--- config.mk ---
export PLATFORM = sky130hd
export DESIGN_NAME = mem_arbiter_flat
export DESIGN_NICKNAME = d
export VERILOG_FILES = /design/src/rtl/mem_arbiter_if.sv /design/src/rtl/mem_arbiter.sv /design/src/flat_wrapper.sv
export SDC_FILE = /design/constraint.sdc
export NUM_CORES = 1
export LEC_CHECK = 0
export ABC_AREA = 0
export CAP_MARGIN = 10
export CORE_MARGIN = 1.5
export CORE_UTILIZATION = 26
export DETAILED_ROUTE_END_ITERATION = 10
export PLACE_DENSITY_LB_ADDON = 0.2
export SETUP_SLACK_MARGIN = 0.1
export SLEW_MARGIN = 20
export SYNTH_ARGS = -nofsm -noshare
export SYNTH_HDL_FRONTEND = slang
export SYNTH_SLANG_ARGS = --single-unit
--- constraint.sdc ---
create_clock -name clk -period 1.7 [get_ports clk]
set_input_delay 0.34 -clock clk [delete_from_list [all_inputs] [get_ports clk]]
set_output_delay 0.34 -clock clk [all_outputs]
set_load 0.005 [all_outputs]
--- src/rtl/mem_arbiter_if.sv ---
// -----------------------------------------------------------------------------
// mem_arbiter_if
// Bundle of the two requester ports and the shared memory port of mem_arbiter.
//
// Parameters:
//   ADDR_W  memory address width
//   DATA_W  memory data width
//
// Signals:
//   req0/req1, addr0/addr1, wdata0/wdata1, we0/we1   requester side (CPU = 0,
//                                                     program loader = 1)
//   gnt0/gnt1, rvalid0/rvalid1                        registered grant / read valid
//   mem_addr, mem_wdata, mem_we                       muxed memory access
//   busy                                              any port granted
//
// Modports:
//   master  requester side (drives requests, observes grants and memory port)
//   slave   arbiter side
// -----------------------------------------------------------------------------
interface mem_arbiter_if #(
  parameter int ADDR_W = 8,
  parameter int DATA_W = 8
);
  logic              req0;
  logic              req1;
  logic [ADDR_W-1:0] addr0;
  logic [ADDR_W-1:0] addr1;
  logic [DATA_W-1:0] wdata0;
  logic [DATA_W-1:0] wdata1;
  logic              we0;
  logic              we1;
  logic              gnt0;
  logic              gnt1;
  logic [ADDR_W-1:0] mem_addr;
  logic [DATA_W-1:0] mem_wdata;
  logic              mem_we;
  logic              rvalid0;
  logic              rvalid1;
  logic              busy;

  modport master (
    output req0, req1, addr0, addr1, wdata0, wdata1, we0, we1,
    input  gnt0, gnt1, mem_addr, mem_wdata, mem_we, rvalid0, rvalid1, busy
  );

  modport slave (
    input  req0, req1, addr0, addr1, wdata0, wdata1, we0, we1,
    output gnt0, gnt1, mem_addr, mem_wdata, mem_we, rvalid0, rvalid1, busy
  );
endinterface

--- src/rtl/mem_arbiter.sv ---
// -----------------------------------------------------------------------------
// mem_arbiter
// Two-port round-robin arbiter in front of a single synchronous memory port.
// Port 0 is the CPU, port 1 the program loader. A granted port keeps the
// memory as long as it holds its request; when it lets go, a waiting port is
// granted on the very next cycle with no idle gap.
//
// Optional feature (macro ARB_TIMEOUT_EN): a port that has owned the memory
// for MAX_HOLD consecutive cycles is preempted if the other port is waiting.
// Without the macro there is no preemption and MAX_HOLD has no effect.
//
// Parameters:
//   ADDR_W    memory address width
//   DATA_W    memory data width
//   MAX_HOLD  consecutive granted cycles before forced release (2..255)
//
// Ports:
//   clk    clock, all state on the rising edge
//   reset  synchronous, active-low reset
//   bus    mem_arbiter_if.slave (requests, grants, memory port, rvalid, busy)
// -----------------------------------------------------------------------------
module mem_arbiter #(
  parameter int ADDR_W   = 8,
  parameter int DATA_W   = 8,
  parameter int MAX_HOLD = 16
) (
  input logic          clk,
  input logic          reset,
  mem_arbiter_if.slave bus
);

  typedef enum logic [1:0] {
    IDLE = 2'd0,
    OWN0 = 2'd1,
    OWN1 = 2'd2
  } state_t;

  state_t state_reg;
  state_t state_next;
  logic   last_reg;      // port served most recently; 1 after reset so CPU wins first tie
  logic   gnt0_reg;
  logic   gnt1_reg;
  logic   rvalid0_reg;
  logic   rvalid1_reg;

  // Out-of-range MAX_HOLD leaves this marker block in the elaborated hierarchy.
  if (MAX_HOLD < 2 || MAX_HOLD > 255) begin : g_max_hold_out_of_range
  end

`ifdef ARB_TIMEOUT_EN
  // hold_cnt_reg is 0 in the first cycle of an ownership, so the owner has
  // used MAX_HOLD cycles once it reaches MAX_HOLD-1.
  localparam logic [7:0] HOLD_LAST = 8'(MAX_HOLD - 1);
  logic [7:0] hold_cnt_reg;
`endif

  // Next-state decision
  always_comb begin
    state_next = state_reg;
    case (state_reg)
      IDLE: begin
        if (bus.req0 && bus.req1) begin
          state_next = last_reg ? OWN0 : OWN1;
        end else if (bus.req0) begin
          state_next = OWN0;
        end else if (bus.req1) begin
          state_next = OWN1;
        end
      end
      OWN0: begin
        if (!bus.req0) begin
          state_next = bus.req1 ? OWN1 : IDLE;
        end
`ifdef ARB_TIMEOUT_EN
        else if (bus.req1 && hold_cnt_reg >= HOLD_LAST) begin
          state_next = OWN1;
        end
`endif
      end
      OWN1: begin
        if (!bus.req1) begin
          state_next = bus.req0 ? OWN0 : IDLE;
        end
`ifdef ARB_TIMEOUT_EN
        else if (bus.req0 && hold_cnt_reg >= HOLD_LAST) begin
          state_next = OWN0;
        end
`endif
      end
      default: state_next = IDLE;
    endcase
  end

  // State and registered outputs
  always_ff @(posedge clk) begin
    if (!reset) begin
      state_reg   <= IDLE;
      last_reg    <= 1'b1;
      gnt0_reg    <= 1'b0;
      gnt1_reg    <= 1'b0;
      rvalid0_reg <= 1'b0;
      rvalid1_reg <= 1'b0;
`ifdef ARB_TIMEOUT_EN
      hold_cnt_reg <= 8'd0;
`endif
    end else begin
      state_reg <= state_next;
      gnt0_reg  <= (state_next == OWN0);
      gnt1_reg  <= (state_next == OWN1);
      if (state_next == OWN0) begin
        last_reg <= 1'b0;
      end else if (state_next == OWN1) begin
        last_reg <= 1'b1;
      end
      // A read issued this cycle returns data from the memory next cycle.
      rvalid0_reg <= gnt0_reg & bus.req0 & ~bus.we0;
      rvalid1_reg <= gnt1_reg & bus.req1 & ~bus.we1;
`ifdef ARB_TIMEOUT_EN
      if (state_next != state_reg || state_reg == IDLE) begin
        hold_cnt_reg <= 8'd0;
      end else if (hold_cnt_reg != 8'hFF) begin
        hold_cnt_reg <= hold_cnt_reg + 8'd1;
      end
`endif
    end
  end

  assign bus.gnt0    = gnt0_reg;
  assign bus.gnt1    = gnt1_reg;
  assign bus.rvalid0 = rvalid0_reg;
  assign bus.rvalid1 = rvalid1_reg;
  assign bus.busy    = gnt0_reg | gnt1_reg;

  // Memory port follows the current grant combinationally.
  always_comb begin
    bus.mem_addr  = {ADDR_W{1'b0}};
    bus.mem_wdata = {DATA_W{1'b0}};
    bus.mem_we    = 1'b0;
    if (gnt0_reg) begin
      bus.mem_addr  = bus.addr0;
      bus.mem_wdata = bus.wdata0;
      bus.mem_we    = bus.req0 & bus.we0;
    end else if (gnt1_reg) begin
      bus.mem_addr  = bus.addr1;
      bus.mem_wdata = bus.wdata1;
      bus.mem_we    = bus.req1 & bus.we1;
    end
  end

endmodule

--- src/flat_wrapper.sv ---
// flat-port wrapper written by rule: the top's interface ports become plain ports
module mem_arbiter_flat 
#(
  parameter int ADDR_W   = 8,
  parameter int DATA_W   = 8,
  parameter int MAX_HOLD = 16
)
  (clk, reset, bus_req0, bus_req1, bus_addr0, bus_addr1, bus_wdata0, bus_wdata1, bus_we0, bus_we1, bus_gnt0, bus_gnt1, bus_mem_addr, bus_mem_wdata, bus_mem_we, bus_rvalid0, bus_rvalid1, bus_busy);
  mem_arbiter_if #(.ADDR_W(ADDR_W), .DATA_W(DATA_W)) bus_i ();
  input logic clk;
  input logic reset;
  input wire logic [$bits(bus_i.req0)-1:0] bus_req0;
  input wire logic [$bits(bus_i.req1)-1:0] bus_req1;
  input wire logic [$bits(bus_i.addr0)-1:0] bus_addr0;
  input wire logic [$bits(bus_i.addr1)-1:0] bus_addr1;
  input wire logic [$bits(bus_i.wdata0)-1:0] bus_wdata0;
  input wire logic [$bits(bus_i.wdata1)-1:0] bus_wdata1;
  input wire logic [$bits(bus_i.we0)-1:0] bus_we0;
  input wire logic [$bits(bus_i.we1)-1:0] bus_we1;
  output wire logic [$bits(bus_i.gnt0)-1:0] bus_gnt0;
  output wire logic [$bits(bus_i.gnt1)-1:0] bus_gnt1;
  output wire logic [$bits(bus_i.mem_addr)-1:0] bus_mem_addr;
  output wire logic [$bits(bus_i.mem_wdata)-1:0] bus_mem_wdata;
  output wire logic [$bits(bus_i.mem_we)-1:0] bus_mem_we;
  output wire logic [$bits(bus_i.rvalid0)-1:0] bus_rvalid0;
  output wire logic [$bits(bus_i.rvalid1)-1:0] bus_rvalid1;
  output wire logic [$bits(bus_i.busy)-1:0] bus_busy;
  assign bus_i.req0 = bus_req0;
  assign bus_i.req1 = bus_req1;
  assign bus_i.addr0 = bus_addr0;
  assign bus_i.addr1 = bus_addr1;
  assign bus_i.wdata0 = bus_wdata0;
  assign bus_i.wdata1 = bus_wdata1;
  assign bus_i.we0 = bus_we0;
  assign bus_i.we1 = bus_we1;
  assign bus_gnt0 = bus_i.gnt0;
  assign bus_gnt1 = bus_i.gnt1;
  assign bus_mem_addr = bus_i.mem_addr;
  assign bus_mem_wdata = bus_i.mem_wdata;
  assign bus_mem_we = bus_i.mem_we;
  assign bus_rvalid0 = bus_i.rvalid0;
  assign bus_rvalid1 = bus_i.rvalid1;
  assign bus_busy = bus_i.busy;
  mem_arbiter #(.ADDR_W(ADDR_W), .DATA_W(DATA_W), .MAX_HOLD(MAX_HOLD)) u_core (.clk(clk), .reset(reset), .bus(bus_i));
endmodule
Figure 1. Power grid.
Scale bar: 10 um. Pins as bars on the die edge. Tap cells in grey.
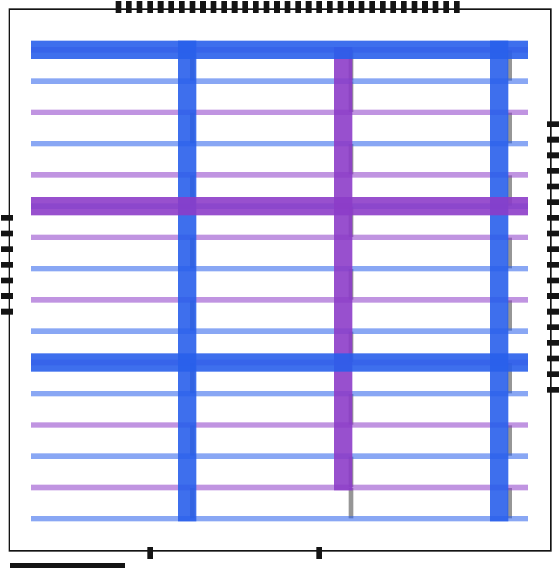
Key: VDD = purple; VSS = blue
25 tap cells. The core has 15 rows. 3 straps on met5.

Figure 2. Cell classes on the final placement.
Scale bar: 10 um.
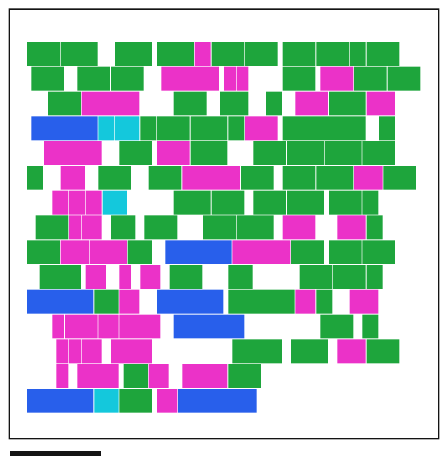
Key: registers = blue [cells 7]; remaining logic cells = magenta [cells 44]; remaining buffers and delay cells = green [cells 74]; clock drivers and dummy loads = cyan [cells 4]

Figure 3. Clock wires, drivers and flops.
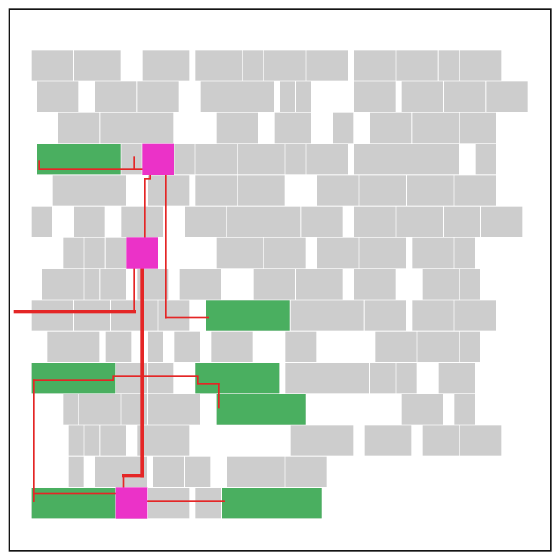
Key: clock-net drivers = magenta [count 3]; flip-flops = green [count 7]; clock wires = red [length 123 um]
There are 4 routed clock nets.

==> flow_metrics.tcl <==
# flow metrics
set metrics [dict create \
    ys_ff 7 \
    synth_seq_share_pct 27.9 \
    ys_top_cells_by_count "a22o_2, dfxtp_1, a22o_1, nand2_1" \
    synthCells 54 \
    design_area_um2 1300 \
    crit_buf_inv 3 \
    syn_area_um2 503 \
    htreeDepth 1 \
    combGateArea_um2 373 \
    tightest_slew_ns 0.227 \
    dp.cells 142 \
    edf_count 0 \
    wl_per_cell_um 14.4 \
    dp_slack_ns -0.213 \
    worstSkewPairLatency_ns 0.26 \
    combinationalPowerShare_pct 45.1 \
    cts-buffers-inserted 3 \
    slowest_stage "dfxtp_2" \
    via_count 728 \
    whs_path_depth 3 \
    comb_share_pct 28.7 \
    min_from "bus_req1" \
    wl_met2_mm 1.29 \
    pin_count 60 \
    synth-xor-area-share_pct 0 \
    rr_worst_depth 6 \
    yosys.area_share.simple_pct 23.6 \
    synth.largest_area_cell "dfxtp_1" \
    finalPower_mw 0.621 \
    final-clk-cell-share_pct 2.12 \
    drt_drc_violations_left 0 \
    viasPerCell 4.73 \
    clkbuf_count 3 \
    routed_wl_mm 2.21 \
    clkSlewWorstSetupHoldPaths_ns 0.06 \
    gp_congestion 0.736 \
    met3_usage_pct 2.31 \
    p_clk_mw 0.160 \
    setup_viol 0 \
    highest_layer "met4" \
    seq_power_share_pct 29.1 \
    synth.most_common_cell "a22o_2" \
    drt_iter0_markers 4 \
    switching_share_pct 27.2 \
    final-nonclk-buf-share_pct 55.4 \
    antenna_cells 0 \
    async_flop_share_pct 0 \
    hold_buffers 0 \
    holdPathEnd "u_core.state_reg[0]" \
    fa_ha_area_share_pct 7.46 \
    p_clk_share_pct 25.8 \
    yosysUniqueCellTypes 23 \
    aoi_share_pct 33.6 \
    met2_usage_pct 35.6 \
    design.seq.count 7 \
    rows 15 \
    status "finished clean" \
    hpwl_mm 1.58 \
    area_leaders "dfxtp_1, a22o_2, a22o_1" \
    die_h_um 47.0 \
    synth_top_area_share_pct 27.9 \
    fin_util_pct 73.8 \
    slew_headroom_pct 84.9 \
    lay_top_cells "clkdlybuf4s50_1, buf_6, buf_2" \
    comb_cells 43 \
    internal_power_mw 0.453 \
    layout-drive-gt1-share_pct 39.5 \
    finalClockSkew_ns 0.00407 \
    overflow 0 \
    seq-power_mw 0.181 \
    clock_path_buffers 2 \
    cts_setup_buffers 6 \
    nNetsFinal 171 \
    final.setup.tns_ns 0 \
    yosys_cells 54 \
    cts_root_buf "clkbuf_4" \
    lay_top_count "clkdlybuf4s50_1" \
    cp_slowest_stage_delay_ns 0.32 \
    top_power_group "combinational logic" \
    critPathTopFamily "buffers and inverters" \
    synthesis.nets 95 \
    antenna_left 0 \
    fin_crit_sh_pct 96.2 \
    sh_seq_area_pct 11.2 \
    p_sw_mw 0.169 \
    hold_path.class "in2reg" \
    top_logic_kind "AND-OR/OR-AND gates" \
    biggestCellCategory "buffers" \
    die_x_um 47.0 \
    powerDensity_nw_per_um2 478 \
    grt_usage_pct 18.5 \
    max-vdd-ir-drop_v 0.000519 \
    instances_no_fill 154 \
    drtPass1Iterations 4 \
    critical_path.endpoint "bus_mem_wdata[1]" \
    r2r-start "u_core.state_reg[0]" \
    crit_chain "nor2b_4 > clkbuf_16 > buf_6 > a22o_4 > buf_6" \
]
